==> images/flops_by_reg.png <==
The bar under the picture is 20 um long.
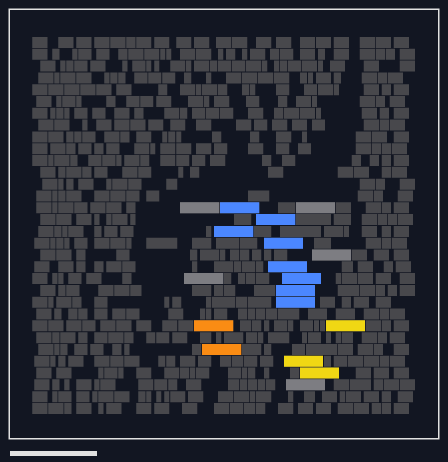
==> images/wires.png <==
The bar under the picture is 20 um long.
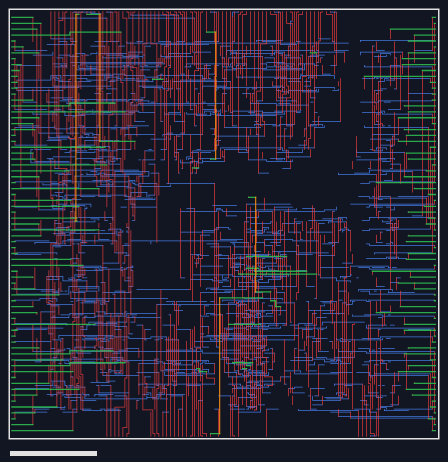
[src/rtl/pow2_arb_pkg.sv]
// rtl/pow2_arb_pkg.sv - shared sizing helpers and constants for the pow2 arbiter slice
package pow2_arb_pkg;

    localparam int unsigned DEFAULT_NUM_REQ = 4;
    localparam int unsigned DEFAULT_WIDTH   = 32;
    localparam int unsigned DEFAULT_MAX_OUT = 4;

    // Value latched into the sticky error flag on a result with no owner
    localparam logic ERR_PROTOCOL = 1'b1;

    function automatic int unsigned tag_width(input int unsigned n);
        return (n < 2) ? 1 : $clog2(n);
    endfunction

endpackage

[src/rtl/pow2_arb_tag_fifo.sv]
// rtl/pow2_arb_tag_fifo.sv - register-based FIFO of requester tags for in-flight pow2 operations
module pow2_arb_tag_fifo #(
    parameter int unsigned DEPTH = 4,
    parameter int unsigned WIDTH = 2,
    localparam int unsigned PW = (DEPTH > 1) ? $clog2(DEPTH) : 1,
    localparam int unsigned CW = $clog2(DEPTH + 1)
) (
    input  logic             clk_i,
    input  logic             reset_n_i,
    input  logic             i_push,
    input  logic [WIDTH-1:0] i_push_data,
    input  logic             i_pop,
    output logic [WIDTH-1:0] o_head,
    output logic             o_full,
    output logic             o_empty,
    output logic [CW-1:0]    o_count
);

    logic [WIDTH-1:0] r_mem [DEPTH];
    logic [PW-1:0]    r_wr_ptr;
    logic [PW-1:0]    r_rd_ptr;
    logic [CW-1:0]    r_count;
    logic             w_do_push;
    logic             w_do_pop;

    // Pointers wrap modulo DEPTH, which need not be a power of two
    function automatic logic [PW-1:0] next_ptr(input logic [PW-1:0] p);
        return (p == PW'(DEPTH - 1)) ? '0 : p + 1'b1;
    endfunction

    assign o_full    = (r_count == CW'(DEPTH));
    assign o_empty   = (r_count == '0);
    assign o_count   = r_count;
    assign o_head    = r_mem[r_rd_ptr];
    assign w_do_push = i_push & ~o_full;
    assign w_do_pop  = i_pop & ~o_empty;

    always_ff @(posedge clk_i or negedge reset_n_i) begin
        if (!reset_n_i) begin
            r_wr_ptr <= '0;
            r_rd_ptr <= '0;
            r_count  <= '0;
            for (int i = 0; i < DEPTH; i++) begin
                r_mem[i] <= '0;
            end
        end else begin
            if (w_do_push) begin
                r_mem[r_wr_ptr] <= i_push_data;
                r_wr_ptr        <= next_ptr(r_wr_ptr);
            end
            if (w_do_pop) begin
                r_rd_ptr <= next_ptr(r_rd_ptr);
            end
            case ({w_do_push, w_do_pop})
                2'b10:   r_count <= r_count + 1'b1;
                2'b01:   r_count <= r_count - 1'b1;
                default: r_count <= r_count;
            endcase
        end
    end

endmodule

[src/rtl/pow2_arbiter.sv]
// rtl/pow2_arbiter.sv - shares one pow2 unit among requesters; POW2_ARBITER_FIXED_PRIO_EN selects fixed priority
module pow2_arbiter
    import pow2_arb_pkg::*;
#(
    parameter int unsigned num_req_p = DEFAULT_NUM_REQ,
    parameter int unsigned width_p   = DEFAULT_WIDTH,
    parameter int unsigned max_out_p = DEFAULT_MAX_OUT
) (
    input  logic                         clk_i,
    input  logic                         reset_n_i,
    input  logic [num_req_p-1:0]         req_v_i,
    input  logic [num_req_p*width_p-1:0] req_exp_i,
    output logic [num_req_p-1:0]         req_ready_o,
    output logic [num_req_p-1:0]         resp_v_o,
    output logic [width_p-1:0]           resp_data_o,
    input  logic [num_req_p-1:0]         resp_yumi_i,
    output logic [width_p-1:0]           pow2_exp_o,
    output logic                         pow2_v_o,
    input  logic                         pow2_ready_i,
    input  logic [width_p-1:0]           pow2_data_i,
    input  logic                         pow2_v_i,
    output logic                         pow2_yumi_o,
    output logic                         error_o
);

    localparam int unsigned TW = tag_width(num_req_p);
    localparam int unsigned CW = $clog2(max_out_p + 1);

    logic [num_req_p-1:0] w_search;
    logic [num_req_p-1:0] w_grant;
    logic [num_req_p-1:0] w_resp_v;
    logic [TW-1:0]        w_offset;
    logic [TW-1:0]        w_winner;
    logic [TW-1:0]        w_tag;
    logic [CW-1:0]        w_count;
    logic                 w_found;
    logic                 w_can_issue;
    logic                 w_issue;
    logic                 w_ret_ok;
    logic                 w_yumi;
    logic                 w_full;
    logic                 w_empty;
    logic                 r_error;

`ifdef POW2_ARBITER_FIXED_PRIO_EN
    assign w_search = req_v_i;
    assign w_winner = w_offset;
`else
    localparam int unsigned TW1 = TW + 1;

    logic [TW-1:0]  r_rr_ptr;
    logic [TW1-1:0] w_cand;
    logic [TW1-1:0] w_sum;

    // w_search[k] is the request k positions after the pointer
    always_comb begin
        w_search = '0;
        w_cand   = '0;
        for (int k = 0; k < num_req_p; k++) begin
            w_cand = {1'b0, r_rr_ptr} + TW1'(k);
            if (w_cand >= TW1'(num_req_p)) begin
                w_cand = w_cand - TW1'(num_req_p);
            end
            w_search[k] = req_v_i[w_cand[TW-1:0]];
        end
    end

    always_comb begin
        w_sum = {1'b0, r_rr_ptr} + {1'b0, w_offset};
        if (w_sum >= TW1'(num_req_p)) begin
            w_sum = w_sum - TW1'(num_req_p);
        end
        w_winner = w_sum[TW-1:0];
    end

    always_ff @(posedge clk_i or negedge reset_n_i) begin
        if (!reset_n_i) begin
            r_rr_ptr <= '0;
        end else if (w_issue) begin
            r_rr_ptr <= (w_winner == TW'(num_req_p - 1)) ? '0 : w_winner + 1'b1;
        end
    end
`endif

    always_comb begin
        w_offset = '0;
        for (int k = num_req_p - 1; k >= 0; k--) begin
            if (w_search[k]) begin
                w_offset = TW'(k);
            end
        end
    end

    assign w_found = |w_search;

    // Count-based limit ignores a same-cycle pop, so grant never depends on resp_yumi_i
    assign w_can_issue = reset_n_i & pow2_ready_i & (w_count < CW'(max_out_p));

    always_comb begin
        w_grant    = '0;
        pow2_exp_o = '0;
        for (int i = 0; i < num_req_p; i++) begin
            w_grant[i] = w_can_issue & w_found & (w_winner == TW'(i));
            if (w_grant[i]) begin
                pow2_exp_o = req_exp_i[i*width_p +: width_p];
            end
        end
    end

    assign req_ready_o = w_grant;
    assign pow2_v_o    = |w_grant;
    assign w_issue     = pow2_v_o & pow2_ready_i;

    assign w_ret_ok = pow2_v_i & ~w_empty;

    always_comb begin
        w_resp_v = '0;
        w_yumi   = 1'b0;
        for (int i = 0; i < num_req_p; i++) begin
            w_resp_v[i] = w_ret_ok & (w_tag == TW'(i));
            w_yumi      = w_yumi | (w_resp_v[i] & resp_yumi_i[i]);
        end
    end

    assign resp_v_o    = w_resp_v;
    assign pow2_yumi_o = w_yumi;
    assign resp_data_o = w_ret_ok ? pow2_data_i : '0;

    pow2_arb_tag_fifo #(
        .DEPTH (max_out_p),
        .WIDTH (TW)
    ) u_tag_fifo (
        .clk_i       (clk_i),
        .reset_n_i   (reset_n_i),
        .i_push      (w_issue),
        .i_push_data (w_winner),
        .i_pop       (w_yumi),
        .o_head      (w_tag),
        .o_full      (w_full),
        .o_empty     (w_empty),
        .o_count     (w_count)
    );

    always_ff @(posedge clk_i) begin
        if (reset_n_i) begin
            assert (!(w_issue && w_full));
        end
    end

    always_ff @(posedge clk_i or negedge reset_n_i) begin
        if (!reset_n_i) begin
            r_error <= 1'b0;
        end else if (pow2_v_i && w_empty) begin
            r_error <= ERR_PROTOCOL;
        end
    end

    assign error_o = r_error;

endmodule
[config.mk]
export PLATFORM = sky130hd
export DESIGN_NAME = pow2_arbiter
export DESIGN_NICKNAME = d
export VERILOG_FILES = /design/src/rtl/pow2_arb_pkg.sv /design/src/rtl/pow2_arb_tag_fifo.sv /design/src/rtl/pow2_arbiter.sv
export SDC_FILE = /design/constraint.sdc
export NUM_CORES = 1
export LEC_CHECK = 0
export CAP_MARGIN = 20
export CORE_MARGIN = 5
export CORE_UTILIZATION = 35
export DETAILED_ROUTE_END_ITERATION = 8
export PLACE_DENSITY = 0.86
export SLEW_MARGIN = 5
export SYNTH_ARGS = -nofsm -noshare
export SYNTH_HDL_FRONTEND = slang
export SYNTH_SLANG_ARGS = --single-unit
[constraint.sdc]
create_clock -name clk_i -period 14.35 [get_ports clk_i]
set_input_delay 3.5875 -clock clk_i [delete_from_list [all_inputs] [get_ports clk_i]]
set_output_delay 3.5875 -clock clk_i [all_outputs]
set_load 0.01 [all_outputs]
==> commit_impl_results.txt <==
Log flow metrics for this revision

- Wire length of the first global-routing pass: ~17 mm
* Post-synth tally of flip-flops with integrated enable: 0
- Least-Margin Pin Slew: a little over 900 ps
- The detailed placer reported the number of placed instances as 695.
- For this sky-water flow run, the detailed-routed wirelength per cell is reported as 16.3 um.
- Critical path destination: pow2_exp_o[8]
- Clock net sink count: 18
- Clock slew at reported path FFs: 70 ps
- Setup total negative slack on the finished layout was measured at 0 ps.
* Vertical die dimension: 98.6 um
* Kind of end point of the critical path: primary output
- After filler insertion, the fill cell instance count of the layout stands at approximately 640.
* Number of cells in the yosys synthesis report: 380
- DR pass1 iterations: 4
- Leading post-synthesis cells by instance count: sky130_fd_sc_hd__nand2_1, sky130_fd_sc_hd__and2_1, sky130_fd_sc_hd__inv_1, sky130_fd_sc_hd__a21oi_1, sky130_fd_sc_hd__nor2b_1
- The tool warning count for the run is 32.
- After clock tree synthesis, the repair step resized 0 gates.
- Global-route met1 utilization: 24.1%
* Leakage power summed over all cells: 0.00217 uW
- The routed design shows a via density per instance of 5.14.
- The worst setup path is launched from a primary input.
- Overall routing resource usage recorded by global route was 21.8%.
- Clock tree synthesis inserted a total of 3 buffers.
* Post-route cell area: 5300 um^2
- Site row count: 32
* Path type of the worst min-delay path: flop to flop
- In the finished design, the share of the clock period the worst path needs comes to 79.2%.
- Power density cells: 174 nW/um^2
* Sum of internal, switching and leakage power: 924 uW
- The pre-CTS setup check shows a worst slack of between 2000 and 3000 ps.
- Clock latency at the later pin of the worst-skew pair: 250 ps
* Max clock buf depth: 2
- Final Hold Violating Endpoints: 0
- Pin count of the biggest net entering global routing: 67
- The final timing report derives a shortest allowable period of 11360 ps.
- Number of buffers added on ports: around 250
- In the global route stage, met3 resource usage came out at around 5%.
* Post-DP HPWL: approximately 9.3 mm
- Final-stage net count: 783
- Number of antenna cells inserted: 0
- Final routed DRC violation total: 0
- The final timing report lists clock skew as 3.38 ps.
- Max Fanout on Critical Path: 40
* Beginning of the worst register-to-register path: r_rr_ptr[1]
- Violation count after the first detailed-route iteration: roughly 120
- For this design, the CTS-stage hold fixing added 0 buffers.
- The finished layout holds 700 standard cells, fillers aside.
- In this run the standard cell core region covers 7690 um^2.
* Cell Area, Synth: between 2000 and 3000 um^2
* Post-synth regs: 18
- In this run the horizontal extent of the chip is 98.6 um.
* Start point of the critical path: req_v_i[2]
- In this run the remaining antenna-violating nets after routing total 0.
- Worst hold endpoint: error_o
- Per the CTS log, the maximum H-tree level is 1.
- Cell area reported after detailed placement: 5230 um^2
* Dominant Register Cell: sky130_fd_sc_hd__dfrtp_1
* Most numerous cell in the Yosys netlist: sky130_fd_sc_hd__nand2_1
* Area figure in the yosys stat output: 2750 um^2
- Top area cells in the synthesized netlist: sky130_fd_sc_hd__dfrtp_1, sky130_fd_sc_hd__a211o_1, sky130_fd_sc_hd__a221oi_1
- The chip occupies about 10000 um^2.
- Area growth from synthesis to final layout: 93.0%
* # setup viols final: 0
- Setup slack on the worst reg-to-reg path comes out at between 10000 and 15000 ps.
- Summed over all layers, the global routing overflow is 0.
- Portion of the post-synthesis area used by sequential elements: 16.4%
- Synthesis handed over a netlist of ~380 instances.
- Per the CTS log, the root buffer master is sky130_fd_sc_hd__clkbuf_8.
- Met2 routing resource usage after global routing: 42.1%
- Async set-or-reset flop fraction in the synthesized netlist: 100%
* Critical R2R Capture: r_rr_ptr[0]
* Count of yosys warnings during synthesis: 0
* Worst hold path cell count: 1
* Max-cap violations: 0
- IO Count: 247
- Across all setup checks in the final design, the least slack found is 2990 ps.
* Layer carrying the most global-route usage: met2
* Relative slew slack: 37.7%
- The synthesized netlist contains 47 unique library cells.
- Based on the critical path, the design can be clocked at up to just under 0.09 GHz.
- Post-Synthesis Mean Instance Area: 7.23 um^2
- Final hold slack: 460 ps
* Antenna violations before repair: 0
- The data arrival time reported for the critical path is between 7000 and 8000 ps.
* Share of the synthesized area in the top cell type: 16.4%
- VDD sags by at most 0.000101 V.
* Cell accounting for the most synthesized area: sky130_fd_sc_hd__dfrtp_1
- Number of post-CTS setup repair buffers: 0
- Final estimated routing congestion in global placement: a little over 0.9
- TritonCTS built the clock tree.
* Category of the critical setup timing path: primary input to primary output
* Unrepaired setup endpoints after global routing: no
* Fin. max-slew vios: 0
* Depth of the worst register-to-register path: 11
- Pre-placement core utilization: 35.7%
- Of the cells placed in the final design, the portion with a size suffix greater than 1 is ~3.8%.
* Result of the run: finished, final reports clean
* Via count of the first global-routing pass: 3512
- Req. time, crit path: 10760 ps
* Min-delay src: error_o
* Final core occ: between 60 and 70%
* Synthesized netlist net count: 564
-- flops_by_reg.png (at the start) --
blue -> `u_tag_fifo.r_mem`  # placed flops 8
yellow -> `u_tag_fifo.o_count`  # placed flops 3
orange -> `r_rr_ptr`  # placed flops 2
not coloured = 5
sequential cell power: 101 uW
storage element area: 450 um^2
Seq area share: 8.49%

-- wires.png (at the start) --
blue -> metal 1  # wire length 4420 um
red -> metal 2  # wire length 5870 um
green -> metal 3  # wire length 959 um
orange -> metal 4  # wire length 159 um
number of vias in the routed layout: 3596
overall routed net length: 11.4 mm

-- placed cells by master, fill, tap and decap left out, types with 2 or more instances in the layout --
cell	synthesis	routed
sky130_fd_sc_hd__ha_1	11	8
sky130_fd_sc_hd__nand2_1	42	42
sky130_fd_sc_hd__or3_1	2	2
sky130_fd_sc_hd__nor3_1	3	3
sky130_fd_sc_hd__dfrtp_1	18	18
sky130_fd_sc_hd__nor2b_1	34	34
sky130_fd_sc_hd__nor2_1	4	4
sky130_fd_sc_hd__xor2_1	3	3
sky130_fd_sc_hd__o21ai_0	2	2
sky130_fd_sc_hd__a41oi_1	4	4
sky130_fd_sc_hd__clkbuf_8	0	4
sky130_fd_sc_hd__and2_1	40	40
sky130_fd_sc_hd__a21oi_1	38	38
sky130_fd_sc_hd__clkdlybuf4s50_1	0	246
sky130_fd_sc_hd__mux2i_1	2	2
sky130_fd_sc_hd__nor3b_1	3	3
sky130_fd_sc_hd__a211o_1	32	32
sky130_fd_sc_hd__buf_4	0	4
sky130_fd_sc_hd__mux2_1	2	2
sky130_fd_sc_hd__a221oi_1	32	32
sky130_fd_sc_hd__o211ai_1	2	2
sky130_fd_sc_hd__inv_1	40	40
sky130_fd_sc_hd__and3b_1	2	2
sky130_fd_sc_hd__mux2_2	4	4
sky130_fd_sc_hd__ha_2	0	3
-- power by group --
group	leakage [uW]	total, uW	internal [uW]	switching (uW)
sequential	0.000214	101	76.9	24.5
combinational	0.00192	781	385	396
clock	0.0000288	41.4	24.4	17.0
total	0.00217	924	487	437
-- critical path, cell delays in order --
cell and delay (ps):
sky130_fd_sc_hd__clkdlybuf4s50_1 530, sky130_fd_sc_hd__nor2b_1 190, sky130_fd_sc_hd__a21oi_1 140, sky130_fd_sc_hd__o211ai_1 110, sky130_fd_sc_hd__o21a_1 130, sky130_fd_sc_hd__ha_1 190, sky130_fd_sc_hd__xor2_1 170, sky130_fd_sc_hd__or4_1 640
sky130_fd_sc_hd__and3_1 280, sky130_fd_sc_hd__ha_2 340, sky130_fd_sc_hd__buf_12 240, sky130_fd_sc_hd__nor2b_1 120, sky130_fd_sc_hd__a221oi_1 80, sky130_fd_sc_hd__a211o_1 250, sky130_fd_sc_hd__a21oi_1 170, sky130_fd_sc_hd__clkdlybuf4s50_1 580
-- area by class of cell --
| type | count | area, um^2 | share of cell area (%) |
|---|---|---|---|
| inverter | 40 | 150 | 2.83 |
| sequential | 18 | 450 | 8.49 |
| clock buffer | 4 | 55.1 | 1.04 |
| multi-input combinational | 285 | 2010 | 37.9 |
| timing repair buffer | 251 | 2510 | 47.4 |
| tap | 102 | 128 | 2.41 |
-- sequential cells by signal, summed over array words and instances, names as in the netlist --
name                 flops
error_o                  1
r_rr_ptr                 2
u_tag_fifo.o_count       3
u_tag_fifo.r_mem         8
u_tag_fifo.r_rd_ptr      2
u_tag_fifo.r_wr_ptr      2
-- cells by family after synthesis --
family	share of synthesized area, %
fa+ha+maj	5.74
xor+xnor	1.28
buf+inv	10.8
mux	5.46
compound gates	32.2
flops	16.4
simple gates	28.1
-- per-layer routing --
metal	vias to the layer above	wire [um]
met1	1631	4420
met4	0	159
met5	-	0
li1	1777	-
met3	10	959
met2	178	5870
Power figures rest on the tool's default switching activity, not on a simulated workload.
